### I/O nets highlighted, run 1

Drawn at 3 px/um.
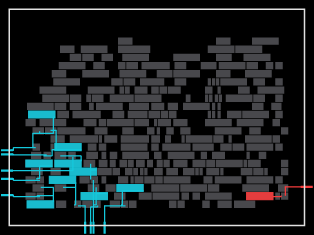
### The metal 3 layer, run 1

Drawn at 4 px/um. Cells faint in the background.
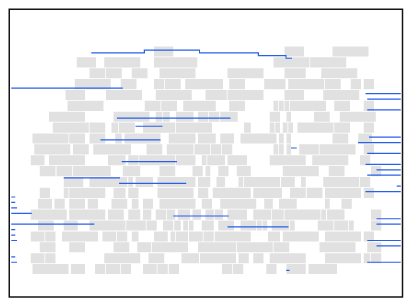
### Cell area per tile, run 1

Drawn at 4 px/um. 10 x 7 tiles, from dark blue (low) to red (high), 0 to 100% covered.
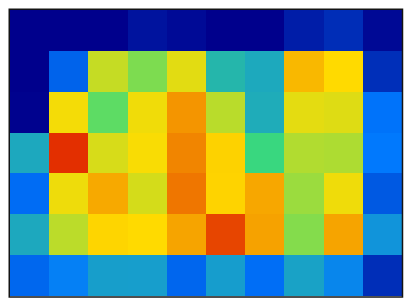
### Clock distribution, run 1

Drawn at 4 px/um.
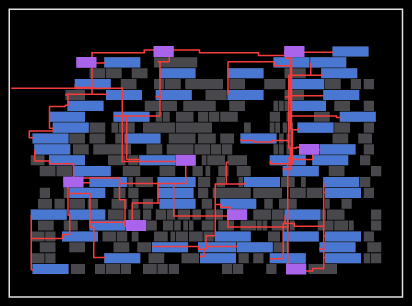
File: src/rtl/binary_patch_streamer.sv
// Streams a binary raster frame through two line buffers and a 3x3 window, emitting complete patches.
// Optional build macro PATCH_STRIDE2_EN restricts output to windows with even top-left coordinates.
module binary_patch_streamer #(
   parameter int unsigned IMG_W = 8,
   parameter int unsigned IMG_H = 8
) (
   input  logic                       clk,
   input  logic                       reset,
   input  logic                       start,
   input  logic                       weight_load,
   input  logic [8:0]                 weight_in,
   input  logic                       pix_valid,
   input  logic                       pix_bit,
   output logic                       pix_ready,
   output logic [8:0]                 patch_bits,
   output logic [8:0]                 weight_bits,
   output logic                       valid_out,
   output logic [$clog2(IMG_H)-1:0]   out_row,
   output logic [$clog2(IMG_W)-1:0]   out_col,
   output logic                       frame_done
);

   localparam int unsigned RW = $clog2(IMG_H);
   localparam int unsigned CW = $clog2(IMG_W);

   typedef enum logic [1:0] {IDLE = 2'd0, ACTIVE = 2'd1, DONE = 2'd2} state_t;

   state_t           state;
   logic [RW-1:0]    row;
   logic [CW-1:0]    col;
   logic [IMG_W-1:0] lb1;
   logic [IMG_W-1:0] lb2;
   logic [2:0]       top;
   logic [2:0]       mid;
   logic [2:0]       bot;

   logic             accept_c;
   logic             last_c;
   logic             emit_c;
   logic [2:0]       top_n_c;
   logic [2:0]       mid_n_c;
   logic [2:0]       bot_n_c;

   // pix_ready mirrors the ACTIVE state, so this is the handshake
   assign accept_c = pix_valid & pix_ready;
   assign last_c   = (row == RW'(IMG_H - 1)) && (col == CW'(IMG_W - 1));

   // Windows that wrap across a row boundary hold stale columns and are suppressed
`ifdef PATCH_STRIDE2_EN
   assign emit_c = (row >= RW'(2)) && (col >= CW'(2)) && !row[0] && !col[0];
`else
   assign emit_c = (row >= RW'(2)) && (col >= CW'(2));
`endif

   // Window rows after shifting in the new column; bit2 is the oldest column
   assign top_n_c = {top[1:0], lb2[col]};
   assign mid_n_c = {mid[1:0], lb1[col]};
   assign bot_n_c = {bot[1:0], pix_bit};

   always_ff @(posedge clk or negedge reset) begin
      if (!reset) begin
         state       <= IDLE;
         row         <= '0;
         col         <= '0;
         lb1         <= '0;
         lb2         <= '0;
         top         <= '0;
         mid         <= '0;
         bot         <= '0;
         pix_ready   <= 1'b0;
         patch_bits  <= '0;
         weight_bits <= '0;
         valid_out   <= 1'b0;
         out_row     <= '0;
         out_col     <= '0;
         frame_done  <= 1'b0;
      end else begin
         valid_out  <= 1'b0;
         frame_done <= 1'b0;
         case (state)
            IDLE: begin
               if (weight_load) weight_bits <= weight_in;
               if (start) begin
                  state     <= ACTIVE;
                  row       <= '0;
                  col       <= '0;
                  pix_ready <= 1'b1;
               end
            end
            ACTIVE: begin
               if (accept_c) begin
                  top      <= top_n_c;
                  mid      <= mid_n_c;
                  bot      <= bot_n_c;
                  lb2[col] <= lb1[col];
                  lb1[col] <= pix_bit;
                  if (emit_c) begin
                     valid_out  <= 1'b1;
                     patch_bits <= {top_n_c, mid_n_c, bot_n_c};
                     out_row    <= row - RW'(2);
                     out_col    <= col - CW'(2);
                  end
                  if (col == CW'(IMG_W - 1)) begin
                     col <= '0;
                     row <= row + RW'(1);
                  end else begin
                     col <= col + CW'(1);
                  end
                  if (last_c) begin
                     state      <= DONE;
                     pix_ready  <= 1'b0;
                     frame_done <= 1'b1;
                  end
               end
            end
            DONE: begin
               state <= IDLE;
            end
            default: begin
               state     <= IDLE;
               pix_ready <= 1'b0;
            end
         endcase
      end
   end

endmodule

File: config.mk
export PLATFORM = sky130hd
export DESIGN_NAME = binary_patch_streamer
export DESIGN_NICKNAME = d
export VERILOG_FILES = /design/src/rtl/binary_patch_streamer.sv
export SDC_FILE = /design/constraint.sdc
export NUM_CORES = 1
export LEC_CHECK = 0
export CAP_MARGIN = 20
export CORE_ASPECT_RATIO = 0.7
export CORE_MARGIN = 5
export CORE_UTILIZATION = 47
export DETAILED_ROUTE_END_ITERATION = 10
export GPL_ROUTABILITY_DRIVEN = 0
export PLACE_DENSITY = 0.75
export SLEW_MARGIN = 0
export SYNTH_ARGS = -nofsm -noshare
export SYNTH_HDL_FRONTEND = slang
export SYNTH_SLANG_ARGS = --single-unit
File: constraint.sdc
create_clock -name clk -period 1.8 [get_ports clk]
set_input_delay 0.45 -clock clk [delete_from_list [all_inputs] [get_ports clk]]
set_output_delay 0.45 -clock clk [all_outputs]
set_load 0.05 [all_outputs]
==> impl_metrics.py, run 1 <==
# Physical implementation metrics
metrics = {
    "logic_synthesis": {
        "logic_family": "multiplexers",
        "common_cells": "dfrtp_1 (57), mux2_2 (37), nand2_1 (13)",
        "flop_cell": "dfrtp_1",
        "edf_count": 0,
        "area_leaders": "dfrtp_1 (56%), mux2_2 (16%), ha_1 (4.9%)",
        "ys_sh_aoi_pct": 3.736,
        "syn_nets": 206,
        "yosysWarnings": 0,
        "ys_ff": 57,
        "top_cell": "dfrtp_1",
    },
    "setup_path": {
        "path_delay_family": "multiplexers",
        "max_stage_delay_ns": 0.53,
        "start_kind": "flip-flop",
        "cp-endpoint": "lb2[5]",
        "worstReg2RegEnd": "lb2[5]",
        "crit_arrival_ns": 1.94,
        "critPathRequiredTime_ns": 2.02,
        "crit_chain": "mux4_2 -> mux2_4 -> mux2_2",
        "rrSetupSlack_ns": 0.08,
        "path_buffers": 0,
        "r2r_start": "col[0]",
        "crit_path_end_kind": "flip-flop",
    },
    "pwr": {
        "power-top-group": "combinational logic",
        "seq_cell_power_w": 0.00206,
        "pwr-share-seq_pct": 34.7,
        "power_density_nw_per_um2": 1763,
        "comb_power_w": 0.00264,
    },
    "die": {
        "die_h_um": 71.57,
        "rows": 22,
        "die_area_um2": 7010,
        "die_w_um": 97.95,
    },
    "cells_and_area": {
        "syn_to_final_growth_pct": 32.30,
        "drive_gt1_share_pct": 46.40,
        "top_regs": "patch_bits (9), weight_bits (9)",
    },
    "final_timing": {
        "rsz0062_at_grt": "no",
        "relSlewSlack_pct": 73.31,
        "worst_slack_ns": 0.08479,
        "worst_pin_slew_ns": 0.3991,
        "timing.final.hold_violations": 0,
        "fin_crit_ns": 1.715,
    },
    "route": {
        "via_count": 1622,
        "dr.pass1.iters": 4,
        "route.detailed.wl_per_inst_um": 15.35,
    },
    "run": {
        "drv_cap": 0,
        "warnings": 30,
    },
    "worst_hold_path": {
        "hold_end": "top[1]",
        "hold_depth": 2,
    },
    "clocking": {
        "cts_sinks": 57,
        "clockRootBuffer": "clkbuf_8",
        "cts_buffer_depth": 2,
    },
    "place": {
        "place_area_um2": 3094,
        "dpl.hpwl_um": 3568,
    },
    "global_routing": {
        "grtUsageTotal_pct": 16.40,
        "antenna_found_initial": 0,
    },
    "status": {
        "status": "completed",
    },
}
Back to the opening pictures, 'I/O nets highlighted':
colour	port	direction	edge	end cells	buffers	wire
red	`valid_out`	output	right	1	1	11.8 um
cyan	`weight_bits`	output	5 left, 4 bottom	9	9	224 um
port bufs: 41
Ports: 42

Back to the opening pictures, 'The metal 3 layer':
share of all routed wire	7.1%
longest straight run	28.1 um
nets with wire on the layer	31
DRT Wirelength: 4942 um
met3 Use GR: 9.047%

Back to the opening pictures, 'Cell area per tile':
mean over tiles	47%
tiles over 75% full	23%
emptiest ninth of the die	upper left
densest ninth of the die	centre
nearly empty tiles	11%
fullest tile	95%
core area: 5258 um2
Init Core Util: 48.41%
Core Util, Final: 64.04%

Back to the opening pictures, 'Clock distribution':
[blue] flip-flops | count: 57
[purple] cells driving clock nets | count: 9
[red] clock wires | length: 759 um
flops lie	widely spread
routed clock nets	10
power share of the clock group: 20.8%
clock-net power: 0.00123 W

## run 1: final cells by class
| class | instances | area [um2] | share of cell area [%] |
|---|---|---|---|
| tap | 72 | 90.09 | 2.676 |
| clock buffer | 14 | 172.7 | 5.128 |
| clock inverter | 2 | 35.03 | 1.041 |
| timing repair buffer | 62 | 529.3 | 15.72 |
| multi-input combinational | 104 | 1067 | 31.70 |
| inverter | 11 | 41.29 | 1.226 |
| sequential | 57 | 1431 | 42.51 |
## run 1: layer usage
layer  routed length, um  global-route usage, %
met2                2117                  22.47
met5                   0                      0
met3                 351                  9.047
met4                  80                  6.605
met1                2393                  21.59
## run 1: repair_timing
item / in CTS / in global routing
endpoints found under the hold margin: 13 / 0
pin swaps: 0 / 1
endpoints found under the setup margin: 13 / 24
gates resized: 4 / 5
setup buffers: 0 / 2
hold buffers: 1 / 0
--- run 2 (diff from run 1) ---
--- a/config.mk
+++ b/config.mk
@@ -7,11 +7,11 @@
 export LEC_CHECK = 0
 export CAP_MARGIN = 20
 export CORE_ASPECT_RATIO = 0.7
-export CORE_MARGIN = 5
-export CORE_UTILIZATION = 47
+export CORE_MARGIN = 2
+export CORE_UTILIZATION = 30
+export CTS_BUF_LIST = sky130_fd_sc_hd__clkbuf_8
 export DETAILED_ROUTE_END_ITERATION = 10
 export GPL_ROUTABILITY_DRIVEN = 0
-export PLACE_DENSITY = 0.75
 export SLEW_MARGIN = 0
 export SYNTH_ARGS = -nofsm -noshare
 export SYNTH_HDL_FRONTEND = slang
==> run 2 against run 1 <==
Effect of this change:
- total power down 4.0%
- utilization shrank 24 points
- die area is 32% higher
- setup slack worse by 0.035 ns
- combinational power hardly changed
- clock power is about 20% lower
- critical endpoint is now lb2[0]
- largest power group unchanged
==> impl_metrics.py, run 2 <==
# Physical implementation metrics
metrics = {
    "die": {
        "placeableCoreArea_um2": 8338,
        "die_area_um2": 9248,
        "die_h_um": 81.06,
        "die_w_um": 114.1,
    },
    "final_timing": {
        "fin_crit_ns": 1.750,
        "worst_slack_ns": 0.04969,
        "timing.final.hold_violations": 0,
        "relSlewSlack_pct": 74.15,
        "worst_pin_slew_ns": 0.3865,
        "rsz0062_at_grt": "no",
    },
    "logic_synthesis": {
        "logic_family": "multiplexers",
        "ys_ff": 57,
        "edf_count": 0,
        "syn_nets": 206,
        "yosysWarnings": 0,
        "top_cell": "dfrtp_1",
        "flop_cell": "dfrtp_1",
        "common_cells": "dfrtp_1 (57), mux2_2 (37), nand2_1 (13)",
        "area_leaders": "dfrtp_1 (56%), mux2_2 (16%), ha_1 (4.9%)",
    },
    "clocking": {
        "cts_sinks": 57,
        "cts_buffer_depth": 2,
    },
    "setup_path": {
        "cp-endpoint": "lb2[0]",
        "worstReg2RegEnd": "lb2[0]",
        "path_delay_family": "multiplexers",
        "crit_chain": "mux4_2 -> mux2_4 -> mux2_2",
        "start_kind": "flip-flop",
        "crit_path_end_kind": "flip-flop",
        "r2r_start": "col[0]",
        "rrSetupSlack_ns": 0.05,
        "critPathRequiredTime_ns": 2.02,
    },
    "cells_and_area": {
        "nNonClkBuffers": 62,
        "seq_area_um2": 1431,
        "syn_to_final_growth_pct": 31.86,
        "logic_area_um2": 1055,
        "nFlopsAndLatches": 57,
        "sh_comb_area_pct": 31.43,
        "clock_buffers": 11,
        "post-route-util_pct": 40.25,
        "top_regs": "patch_bits (9), weight_bits (9)",
        "nMultiInputCombCells": 104,
        "buffer_area_share_pct": 15.59,
        "drive_gt1_share_pct": 46.80,
        "clockNetworkAreaShare_pct": 5.183,
    },
    "place": {
        "place_area_um2": 3136,
        "dpl.hpwl_um": 3409,
        "portBuffers": 41,
    },
    "run": {
        "drv_cap": 0,
        "warnings": 30,
    },
    "status": {
        "status": "completed",
    },
    "global_routing": {
        "grtUsageTotal_pct": 11.78,
        "grt-busiest-layer": "met2",
        "met2_usage_pct": 17.08,
        "grt_util_met1_pct": 15.08,
        "antenna_found_initial": 0,
    },
    "route": {
        "maxUsedRoutingLayer": "met4",
        "dr.pass1.iters": 4,
        "route.detailed.wl_per_inst_um": 13.84,
        "m1WireLength_um": 2481,
        "met2WireLength_um": 2007,
    },
    "pwr": {
        "power_density_nw_per_um2": 1698,
    },
}
run 2: netlist changes by cell type in the layout (fill, tap and decap cells not counted), sizes merged:
cell,before,now
clkbuf,14,11
clkinv,1,3
dlygate4sd3,1,0
inv,11,13
bufinv,1,0
buf,48,49
run 2: report_power, final:
| part | leakage, nW | total (W) | switching (W) | internal, W |
|---|---|---|---|---|
| registers | 0.695 | 0.00204 | 0.000287 | 0.00175 |
| clock network | 0.101 | 0.00104 | 0.000482 | 0.000556 |
| logic | 0.799 | 0.00262 | 0.00141 | 0.00122 |
run 2: repair_timing:
action / CTS / global route
setup endpoints to repair: 11 / 13
resized: 2 / 4
buffers inserted: 0 / 3
hold buffers: 0 / 0
### The metal 3 layer, run 2

Drawn at 4 px/um. Cells faint in the background.
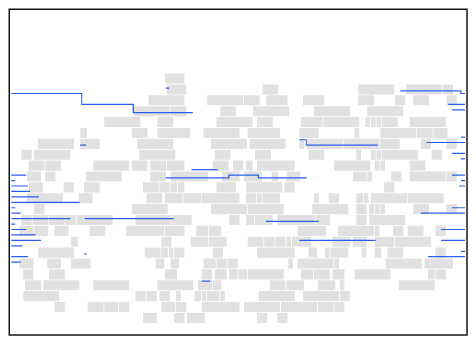
share of all routed wire	6.6%
nets with wire on the layer	36
main direction	horizontal
wire length on this layer	326 um
longest straight run	21.8 um
met3 Use GR: 5.299%
DRT Wirelength: 4912 um
via count: 1603

### Clock distribution, run 2

Drawn at 3 px/um.
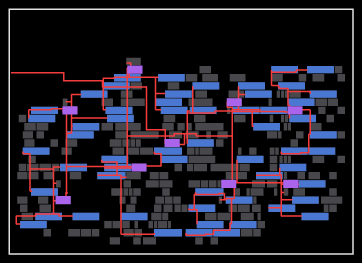
[blue] flip-flops | count: 57
[purple] cells driving clock nets | count: 9
[red] clock wires | length: 784 um
routed clock nets	10
clock-net power: 0.00104 W
Clock Skew: 0.007726 ns

Power is estimated from default activity; no workload was simulated.
